==> config.mk <==
export PLATFORM = sky130hd
export DESIGN_NAME = micro_sequencer
export DESIGN_NICKNAME = d
export VERILOG_FILES = /design/src/rtl/micro_sequencer.sv
export SDC_FILE = /design/constraint.sdc
export NUM_CORES = 1
export LEC_CHECK = 0
export CAP_MARGIN = 20
export CORE_MARGIN = 5
export CORE_UTILIZATION = 36
export DETAILED_ROUTE_END_ITERATION = 16
export PLACE_DENSITY = 0.79
export SLEW_MARGIN = 30
export SYNTH_ARGS = -nofsm -noshare
export SYNTH_HDL_FRONTEND = slang
export SYNTH_SLANG_ARGS = --single-unit
==> constraint.sdc <==
create_clock -name uSEQ_CLOCK_50 -period 2.65 [get_ports uSEQ_CLOCK_50]
set_clock_uncertainty 0.2 [all_clocks]
set_input_delay 0.6625 -clock uSEQ_CLOCK_50 [delete_from_list [all_inputs] [get_ports uSEQ_CLOCK_50]]
set_output_delay 0.6625 -clock uSEQ_CLOCK_50 [all_outputs]
set_load 0.05 [all_outputs]
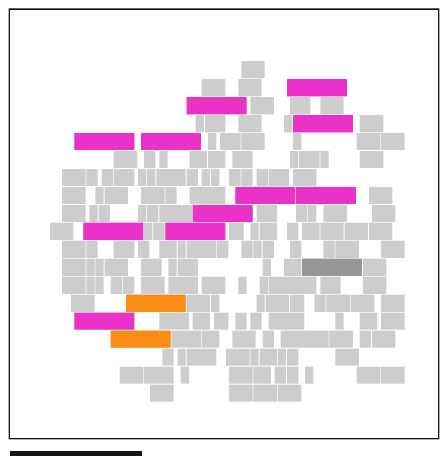
Figure 1: register map, names as in the netlist.
The bar under the picture is 20 um long.
Magenta marks uSEQ_CS_ADDR_OUT, placed flops 11. Orange marks state, placed flops 2.
utilization after layout: 0.567
register area: 350 um^2

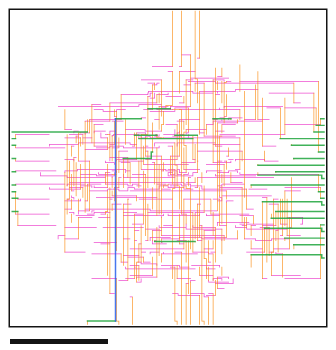
Figure 2: routed metal, one color a layer.
The bar under the picture is 20 um long.
Green marks metal 3, wire length 236 um. Magenta marks metal 1, wire length 1360 um. Blue marks metal 4, wire length 41.5 um. Orange marks metal 2, wire length 1420 um.
via count: 1110
DR WL/cell: 15.0 um

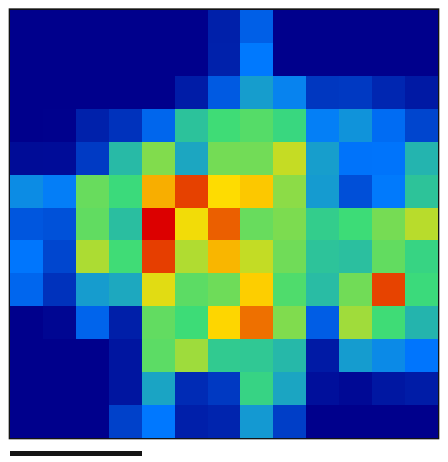
Figure 3: wire density map.
The bar under the picture is 20 um long. The die is cut into 13 by 13 equal tiles; dark blue is low, red is high, scaled to the fullest tile. Values are wire area over tile area, all layers added.
27% of the tiles are nearly empty. The fullest tile reaches 0.41. The densest ninth of the die: center. The mean over all tiles is 0.12.
Total GRT Usage: 0.154
Detailed Route WL: 3070 um

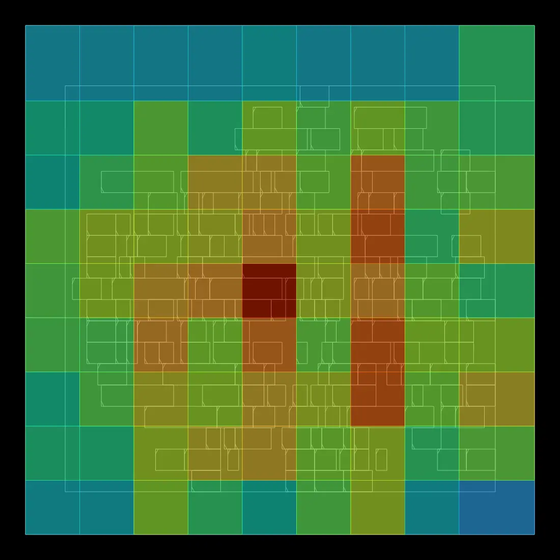
Figure 4: track usage over the die.
met1 global-route usage: 0.203
met3 Usage GRT: 0.0345
gr busiest metal: met2
M2 GR Usage: 0.243

==> results.json <==
{
  "setup_viol": 0,
  "nWellTaps": 31,
  "avgSynthCellArea_um2": 8.51,
  "ioPinCount": 68,
  "ys_sh_adder": 0.0694,
  "clk_share": 0.0226,
  "wl_met2_um": 1420,
  "path_buffers": 1,
  "place.gp.congestion": 0.804,
  "cap_violations": 0,
  "min_period_over_period": 0.934,
  "required_ns": 1.79,
  "seq_cell_count": 14,
  "vdd_drop_max_v": 0.000634,
  "outcome": "finished, final reports clean",
  "log.warning_count": 53,
  "simple_gate_share": 0.183,
  "largest_reg_flops": 11,
  "dp.final_hpwl_um": 2400,
  "cts-htree-levels": 1,
  "drt-initial-drc-count": 49,
  "placementRows": 19,
  "coreArea_um2": 2830,
  "seq_area_frac_synth": 0.324,
  "multi_input_comb_cells": 103,
  "pwr-share-seq": 0.275,
  "path_max_fanout": 6,
  "ys_top_cells_by_count": "nand2_1, dfrtp_1, o21ai_0",
  "cp_top_family": "buffers and inverters",
  "drv_slew": 0,
  "fin_area_um2": 1600,
  "p_per_area_nw_per_um2": 994,
  "synthDistinctLibCells": 32,
  "top_area_frac": 0.324
}
[power groups by stage]
stage / Combinational [mW] / Sequential (mW) / Clock (mW)
after floorplan: 0.408 / 0.674 / 0
after global placement: 0.973 / 0.429 / 0
final: 0.997 / 0.439 / 0.158
after CTS: 1.00 / 0.438 / 0.161
after global routing: 1.07 / 0.457 / 0.172
after detailed placement: 0.998 / 0.442 / 0
[layout by cell type (no fill, tap or decap), types with 3 or more instances in the layout]
master,count
o21ai_1,3
dfrtp_1,14
mux2i_1,9
clkbuf_4,3
nand3_1,8
o221ai_1,3
nor2_1,10
ha_1,6
xnor2_1,3
o21ai_0,13
inv_1,5
xor2_1,5
a21oi_1,5
clkdlybuf4s50_1,43
nand2_1,20
Power and IR drop assume default switching activity.
